Design conv_mac_signed, sky130hd; sources not shown.
Fig. 1: cell density map
Scale bar: 50 µm. 13 x 10 tiles, from dark purple (low) to yellow (high), 0 to 100% covered.
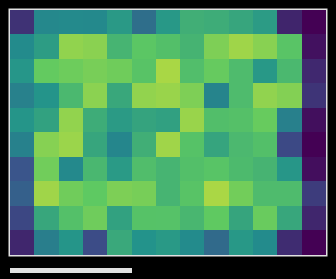
mean over tiles: 58%
nearly empty tiles: 2.3%
fullest tile: 87%
tiles over 75% full: 25%
final core utilization: 64.9%
initial core utilization: 58.0%

Fig. 2: wire density map
26 x 20 tiles, from dark purple (low) to yellow (high), scaled to the fullest tile. Values are wire area over tile area, all layers added.
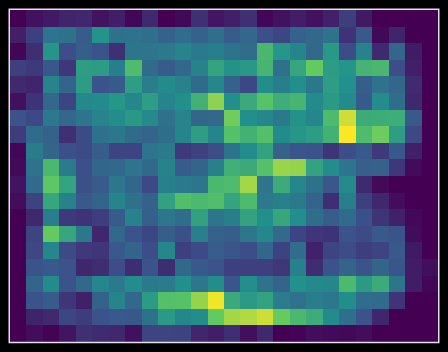
fullest tile: 0.60
tiles over half the peak: 18%
nearly empty tiles: 9.4%
densest ninth of the die: centre
routed vias: 5781
mean routed wirelength per cell: 15.9 µm
routed wire length: 15.8 mm
global-route usage over all layers: 26.7%

==> impl_metrics.tcl <==
# yosys + openroad results
set metrics [dict create \
    global_route.overflow_total 0 \
    post_dp_cell_area_mm2 0.00741 \
    vdd_drop_max_mv 0.135 \
    unrepaired_setup_endpoints_after_global_routing "false" \
    sh_seq_area_pct 17.7 \
    cts_root_buf "clkbuf_16" \
    report.final.slew_viol_count 0 \
    timing.critical_path.fanout_max 13 \
    largest_reg_flops 21 \
    outcome "finished clean" \
    post_cts_setup_buffer_count 0 \
    sequentialPower_uw 396 \
    slowest_delay_ns 0.71 \
    instances_no_fill 995 \
    postSynth.asyncResetShare_pct 0 \
    synth_adder_area_share_pct 31.7 \
    criticalPathCategory "input pin to flip-flop" \
    tns_ns 0 \
    fp.dieH_um 100 \
    yosys_register_bits 68 \
    yosysSeqAreaShare_pct 19.8 \
    ys_top_logic_family "adder cells" \
    die_width_um 129 \
    final_nets 978 \
    route.antenna.remaining_nets 0 \
    netSwitchingFraction_pct 41.0 \
    fin_area_mm2 0.00770 \
    p_clk_uw 409 \
    worst_setup_sp_type "input pin" \
    tap_cells 166 \
    grt_first_pass_wirelength_mm 27.4 \
    numCtsBuffers 9 \
    top_cell "inv_1" \
    post_synthesis_mux_area_share_pct 0.145 \
    cp_slowest_cell "clkdlybuf4s50_1" \
    ys_top_cells_by_count "inv_1 (101), nand2_1 (79), fa_1 (72), nor2_1 (69), dfxtp_1 (68)" \
    drt-pass1-iter-count 5 \
    initial_antenna_violation_count 0 \
    met3RoutedLength_um 893 \
    met1_track_utilization_from_global_routing_pct 38.0 \
    worst-slew-pin-transition_ns 0.990 \
    drive_gt1_share_pct 6.88 \
    global_route.usage.met3_pct 5.38 \
    fin_crit_sh_pct 88.5 \
    synth.cellmix.compoundShare_pct 19.1 \
    highest_count_logic_cell_in_the_final_layout "inv_1" \
    globalRoute.busiestLayer "met2" \
    combinationalPower_mw 1.00 \
    synthDistinctLibCells 63 \
    endpoint_type_of_the_worst_setup_path "flip-flop" \
    filler_cells 1019 \
    htree_num_levels 3 \
    number_of_flip_flops_and_latches 68 \
    globalRouteMet2Util_pct 42.5 \
    area_dominant_class "multi-input combinational cells" \
    logic_gates 593 \
    tritoncts "yes" \
    combAreaFraction_pct 64.5 \
    wirelength_met1_mm 7.38 \
    antenna_diode_count 0 \
    place_ws_ns 0.609 \
    worstSkewPairLatency_ns 0.33 \
    final.signal_buffer_count 52 \
    total_power_of_the_final_layout_mw 1.81 \
    layout_min_cycle_time_ns 6.73 \
    tool_warnings 26 \
    grt_pass1_vias 5781 \
    internal_power_mw 1.07 \
    cts-resized-gates 0 \
    path_delay_family "adder cells" \
    simple_gate_area_share_pct 17.6 \
    seq_power_share_pct 21.9 \
    share_comb_of_total_power_pct 55.5 \
    clock.fmax_mhz 149 \
    vias_per_cell 5.81 \
    num-clock-buffers 11 \
    wl_met2_mm 7.44 \
    crit_path_cell_trace "clkdlybuf4s50_1, and2_1, nand2_1, fa_1, inv_1, fa_1, fa_1, fa_1, inv_1, fa_1, inv_1, ha_1, o21ai_0, a21oi_1, o21ai_0, a211oi_1, nor3_1, or3_1, a311oi_1" \
    worst-endpoint-arrival_ns 6.86 \
    final_cell_mix "inv_1 (101), nand2_1 (79), fa_1 (72)" \
    logic_area_mm2 0.00496 \
    final-hold-violation-count 0 \
    timing.critical_path.buf_inv 4 \
    worst_hold_slack_after_final_layout_ns 0.370 \
    placedCellCount 980 \
    yosys.stat.chipArea_mm2 0.00688 \
    slew_headroom_pct 33.8 \
    worst_slack_ns 0.872 \
    switching_power_uw 741 \
    cts.sinks 68 \
    worst-endpoint-required_ns 7.74 \
    core_region_area_mm2 0.0119 \
    postSynthAreaPerCell_um2 8.58 \
    min_delay_path_depth 2 \
    xor_area_share_pct 3.44 \
    clk_path_buf_depth 2 \
    hold_path_class "flip-flop to flip-flop" \
    r2r_setup_slack_ns 3.90 \
    yosysWarningCount 0 \
    critPathMostFrequentCell "fa_1" \
    post_synth_main_area_contributors "fa_1 (21%), dfxtp_1 (20%), ha_1 (11%)" \
    synth-edff-count 0 \
    mappedNetlistArea_mm2 0.00688 \
    worst-r2r-cell-count 11 \
    buffer_area_share_pct 6.44 \
    top_area_cell "fa_1" \
    remaining_drc_errors 0 \
    flop_cell "dfxtp_1" \
    clock_tree_area_fraction_pct 3.80 \
    routability_driven_placement_congestion_ratio 0.924 \
    non_clock_inverter_count 101 \
    dr.first_iter.drc_count 355 \
    clk_transition_reported_paths_ns 0.05 \
    p_leak_nw 3.28 \
    grt_start_max_net_pins 47 \
    cellPowerDensity_mw_per_mm2 235 \
    detailed_place_hpwl_mm 12.5 \
    pin_count 45 \
    placement_rows 35 \
    postSynthCellCount 802 \
    number_of_buffers_added_to_fix_hold_violations_after_cts 0 \
]
